Cell area per tile:
The die is cut into 38 by 38 equal tiles; dark blue is low, red is high, 0 to 100% covered.
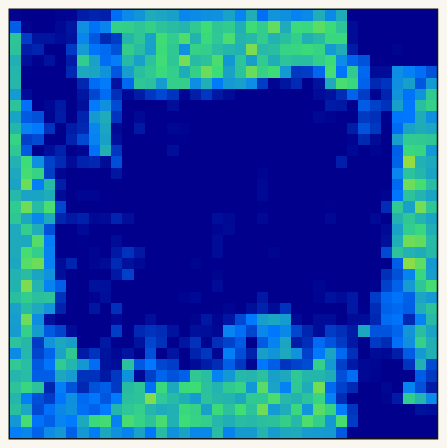
Routed clock nets over the placement:
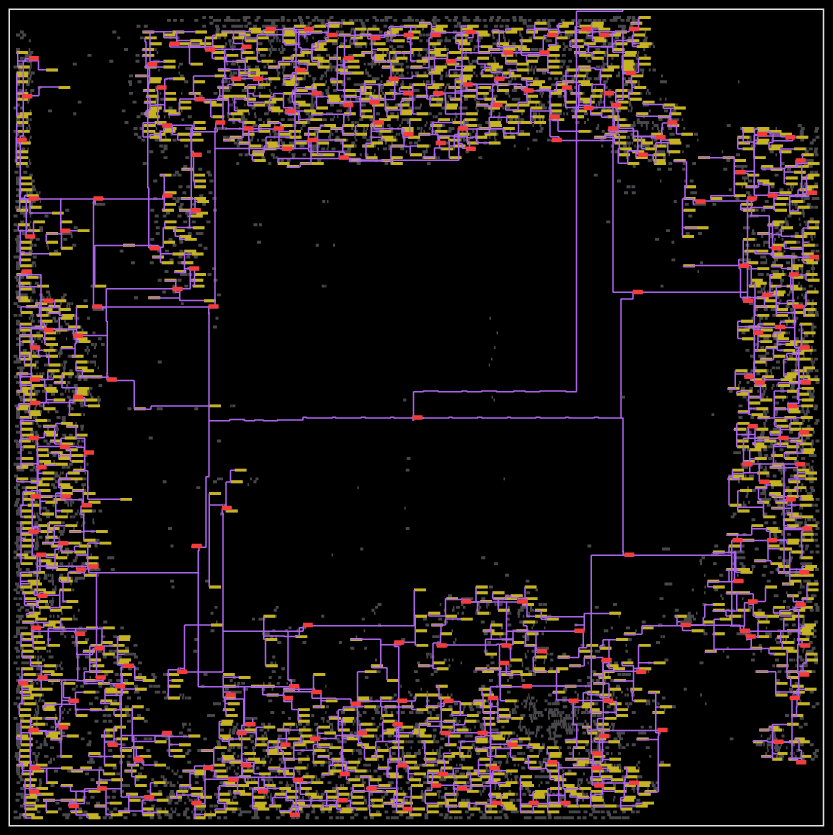
Metal layers overlaid:
The bar under the picture is 200 µm long.
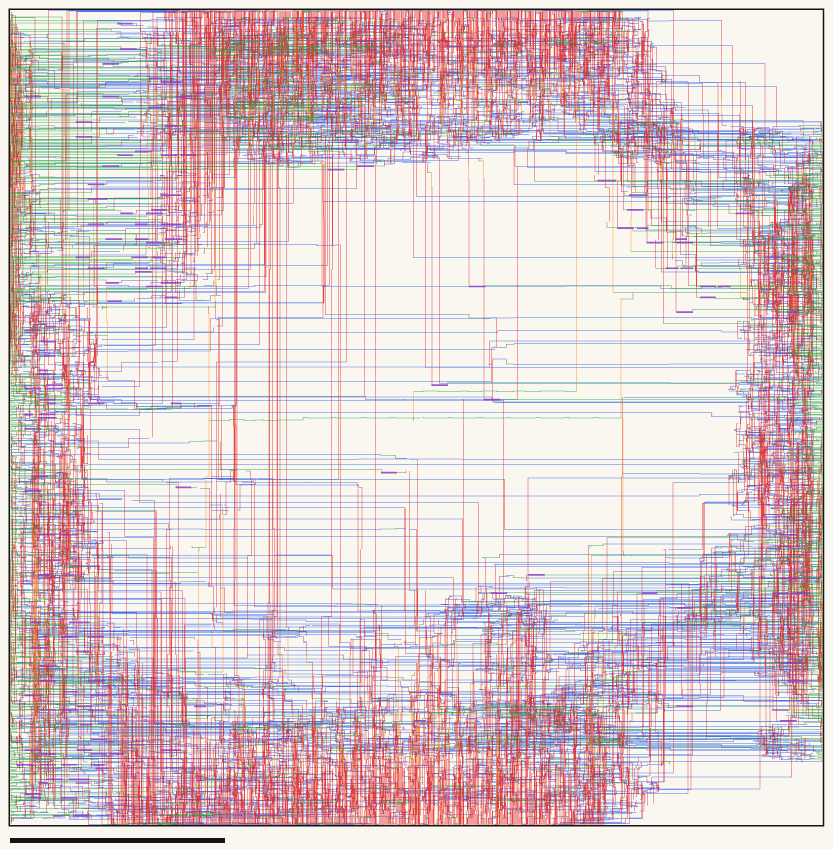
File: config.mk
export PLATFORM = sky130hd
export DESIGN_NAME = pair_sequencer
export DESIGN_NICKNAME = d
export VERILOG_FILES = /design/src/rtl/pair_sequencer.sv
export SDC_FILE = /design/constraint.sdc
export NUM_CORES = 1
export LEC_CHECK = 0
export ABC_AREA = 1
export CORE_AREA = 3 3 754 756
export CTS_CLUSTER_SIZE = 20
export DETAILED_ROUTE_END_ITERATION = 7
export DIE_AREA = 0 0 757 759
export PLACE_DENSITY_LB_ADDON = 0.3
export RECOVER_POWER = 50
export SYNTH_ARGS = -nofsm -noshare
export SYNTH_HDL_FRONTEND = slang
export SYNTH_SLANG_ARGS = --single-unit
File: constraint.sdc
create_clock -name clk -period 145.2 [get_ports clk]
set_clock_uncertainty 0.05 [all_clocks]
set_input_delay 29.04 -clock clk [delete_from_list [all_inputs] [get_ports clk]]
set_output_delay 29.04 -clock clk [all_outputs]
set_load 0.01 [all_outputs]
File: src/rtl/pair_sequencer.sv
// pair_sequencer: buffers one reference plus NSLOTS neighbor records and emits the
// non-null (reference, neighbor) pairs in slot order over a valid/ready handshake,
// then pulses done with the number of pairs emitted.
module pair_sequencer #(
   parameter int unsigned NSLOTS   = 14,
   parameter int unsigned PW       = 114,
   parameter int unsigned NULL_BIT = 96,
   parameter int unsigned CW       = 5
) (
   input  logic                 clk,
   input  logic                 reset,
   input  logic                 in_valid,
   output logic                 in_ready,
   input  logic [PW-1:0]        in_reference,
   input  logic [NSLOTS*PW-1:0] in_neighbors,
   input  logic                 flush,
   output logic                 out_valid,
   input  logic                 out_ready,
   output logic [PW-1:0]        out_reference,
   output logic [PW-1:0]        out_neighbor,
   output logic [CW-1:0]        out_idx,
   output logic                 out_last,
   output logic                 done,
   output logic [CW-1:0]        pair_count
);

   typedef enum logic [1:0] {StIdle, StScan, StDone} state_e;

   localparam logic [CW-1:0] LastIdx = CW'(NSLOTS - 1);
   localparam logic [CW-1:0] One     = CW'(1);

   state_e               state_q, state_d;
   logic [PW-1:0]        ref_q;
   logic [NSLOTS*PW-1:0] nbr_q;
   logic [NSLOTS-1:0]    mask_q, in_mask;
   logic [CW-1:0]        idx_q, idx_d;
   logic [CW-1:0]        cnt_q, cnt_d;
   logic [CW-1:0]        pair_count_q, pair_count_d;
   logic                 capture;
   logic                 cur_null, more_above, hs, retire;
   logic [PW-1:0]        cur_nbr;

   // Slot decode: null flags of the incoming bundle, and the buffered slot under idx
   always_comb begin
      in_mask    = '0;
      cur_null   = 1'b1;
      cur_nbr    = '0;
      more_above = 1'b0;
      for (int k = 0; k < NSLOTS; k++) begin
         in_mask[k] = in_neighbors[k*PW + NULL_BIT];
         if (idx_q == CW'(k)) begin
            cur_null = mask_q[k];
            cur_nbr  = nbr_q[k*PW +: PW];
         end
         if ((CW'(k) > idx_q) && !mask_q[k]) begin
            more_above = 1'b1;
         end
      end
   end

   // State register
   always_ff @(posedge clk or negedge reset) begin
      if (!reset) begin
         state_q <= StIdle;
      end else begin
         state_q <= state_d;
      end
   end

   // Next-state and counter logic; a slot retires when null or when its pair is taken
   always_comb begin
      state_d      = state_q;
      idx_d        = idx_q;
      cnt_d        = cnt_q;
      pair_count_d = pair_count_q;
      capture      = 1'b0;
      hs           = (state_q == StScan) && !cur_null && out_ready;
      retire       = cur_null || out_ready;
      unique case (state_q)
         StIdle: begin
            if (in_valid) begin
               capture = 1'b1;
               idx_d   = '0;
               cnt_d   = '0;
               state_d = StScan;
            end
         end
         StScan: begin
            cnt_d = cnt_q + CW'(hs);
            // flush still counts a pair handshaken in the same cycle
            if (flush || (retire && (idx_q == LastIdx))) begin
               state_d      = StDone;
               pair_count_d = cnt_d;
            end else if (retire) begin
               idx_d = idx_q + One;
            end
         end
         StDone: begin
            state_d = StIdle;
         end
         default: begin
            state_d = StIdle;
         end
      endcase
   end

   // Slot index, running count and reported count
   always_ff @(posedge clk or negedge reset) begin
      if (!reset) begin
         idx_q        <= '0;
         cnt_q        <= '0;
         pair_count_q <= '0;
      end else begin
         idx_q        <= idx_d;
         cnt_q        <= cnt_d;
         pair_count_q <= pair_count_d;
      end
   end

   // Bundle buffers: loaded only on acceptance, contents irrelevant until then
   always_ff @(posedge clk) begin
      if (capture) begin
         ref_q  <= in_reference;
         nbr_q  <= in_neighbors;
         mask_q <= in_mask;
      end
   end

   // Outputs decoded from registered state only
   always_comb begin
      in_ready      = (state_q == StIdle);
      out_valid     = (state_q == StScan) && !cur_null;
      out_last      = (state_q == StScan) && !cur_null && !more_above;
      done          = (state_q == StDone);
      out_reference = ref_q;
      out_neighbor  = cur_nbr;
      out_idx       = idx_q;
      pair_count    = pair_count_q;
   end

endmodule
==> results.json <==
{
  "r2r_end": "nbr_q[482]$_DFFE_PP_",
  "violations": "capacitance limit, slew limit",
  "common_cells": "1,710 x edfxtp_1, 851 x nand2_1, 491 x nand3_1",
  "whs_ns": 0.4256,
  "pre_cts_slack_ns": 107.87,
  "dieArea_mm2": 0.5746,
  "slowest_delay_ns": 5.88,
  "hold_viol": 0,
  "synthesis.nets": 6344,
  "yosysUniqueCellTypes": 39,
  "run_status": "finished with violations",
  "cp_max_fo": 137,
  "antenna_cells": 332,
  "largest_class": "registers",
  "final_cell_mix": "1,713 x dlygate4sd3_1, 1,710 x edfxtp_1, 851 x nand2_1",
  "cap_violations": 2,
  "most_common_cell": "edfxtp_1",
  "sh_comb_area": 0.1225,
  "yosys-stat-area_mm2": 0.06580,
  "setup_violations": 0,
  "core_area_mm2": 0.5615,
  "maxSlewViolCount": 202,
  "area_share_nonclk_buffers": 0.2006,
  "edf_count": 1710,
  "min_from": "pair_count[3]$_DFFE_PN0P_",
  "detail_route.first_pass.iterations": 5,
  "clock_sinks": 1727,
  "dr_total_vias": 51919,
  "inverters": 46,
  "clockBufferDepth": 4,
  "grt_pass1_vias": 49185,
  "finalSetupTns_ns": 0,
  "synthArstFlopShare": 0.009844,
  "grt_overflow_total": 0,
  "lay_top_count": "dlygate4sd3_1",
  "clk_share": 0.07244,
  "ys_sh_aoi": 0.09585,
  "ys.flops": 1727,
  "hold_depth": 2,
  "finalWirelength_um": 471200,
  "io_buffers": 1956,
  "hp-class": "reg2reg",
  "holdPathEnd": "pair_count[3]$_DFFE_PN0P_",
  "final.setup.worst_slack_ns": 100.74,
  "routedWlPerCell_um": 32.22,
  "cts_buffers": 221,
  "ctsHtreeMaxLevel": 4,
  "reg2reg_slack_ns": 129.01,
  "cts.clk_slew.worst_paths_ns": 0.06,
  "fin_crit_sh": 0.3062,
  "chipHeight_um": 759,
  "dp_hpwl_um": 384200,
  "crit_path_end": "nbr_q[482]$_DFFE_PP_",
  "grt_usage": 0.1562,
  "areaGrowthSynthToFinish_pct": 56.39,
  "synth_top_flop_cell": "edfxtp_1",
  "netlist_instances": 4624,
  "register_area_mm2": 0.05177,
  "gp_congestion": 0.8675,
  "flop-count": 1727,
  "ys_cells": 4624,
  "ctsHoldBuffers": 0,
  "critPathLaunchType": "input pin",
  "slowest_stage": "clkbuf_1",
  "die_w_um": 757,
  "end_kind": "flip-flop",
  "vdd_ir_drop_max_mv": 0.01236,
  "final_area_mm2": 0.1029,
  "power_density_mw_per_mm2": 20.41,
  "cts_setup_buffers": 0,
  "path_buffers": 10,
  "synth_area_mm2": 0.06580,
  "num-nonclk-buffers": 2087,
  "avgSynthCellArea_um2": 14.23,
  "drtIter0Drc": 5462,
  "total_leakage_power_uw": 0.03353,
  "yosysTopAreaCell": "edfxtp_1",
  "muxShareOfSynthArea": 0,
  "rows": 275,
  "final-instance-count-excl-fill": 14624,
  "ys_sh_adder": 0.0009508,
  "synth_top_area_share": 0.7804
}
Back to the opening pictures, 'cell area per tile':
- fullest tile: 62%
- emptiest ninth of the die: center
- mean over tiles: 16%
- nearly empty tiles: 43%

Back to the opening pictures, 'routed clock nets over the placement':
- cells driving clock nets: red (count 221)
- clock wires: purple (length 30.7 mm)
- flip-flops: yellow (count 1,727)
- flops lie: widely spread

Back to the opening pictures, 'metal layers overlaid':
- met2: red (wire length 200 mm)
- met5: purple (wire length 1,940 µm)
- met4: orange (wire length 12,500 µm)
- met1: blue (wire length 203 mm)
- met3: green (wire length 53.8 mm)

## power breakdown
part | switching (µW) | leakage, µW | internal [µW]
Clock | 243 | 0.00358 | 335
Sequential | 36.0 | 0.0163 | 676
Combinational | 593 | 0.0137 | 217
## metal layers
| layer | share of wire | vias up | GRT usage |
|---|---|---|---|
| li1 | - | 22015 | - |
| met3 | 0.11 | 1224 | 0.07342 |
| met4 | 0.027 | 304 | 0.03086 |
| met2 | 0.43 | 3346 | 0.2377 |
| met5 | 0.0041 | - | 0 |
| met1 | 0.43 | 25030 | 0.2016 |
## state kept, by name, summed over array words and instances, names as in the netlist
register	cells
nbr_q	1596
out_reference	114
cnt_q	5
out_idx	5
pair_count	5
state_q	2
No activity file was given, so power comes from the tool's default toggle rates.
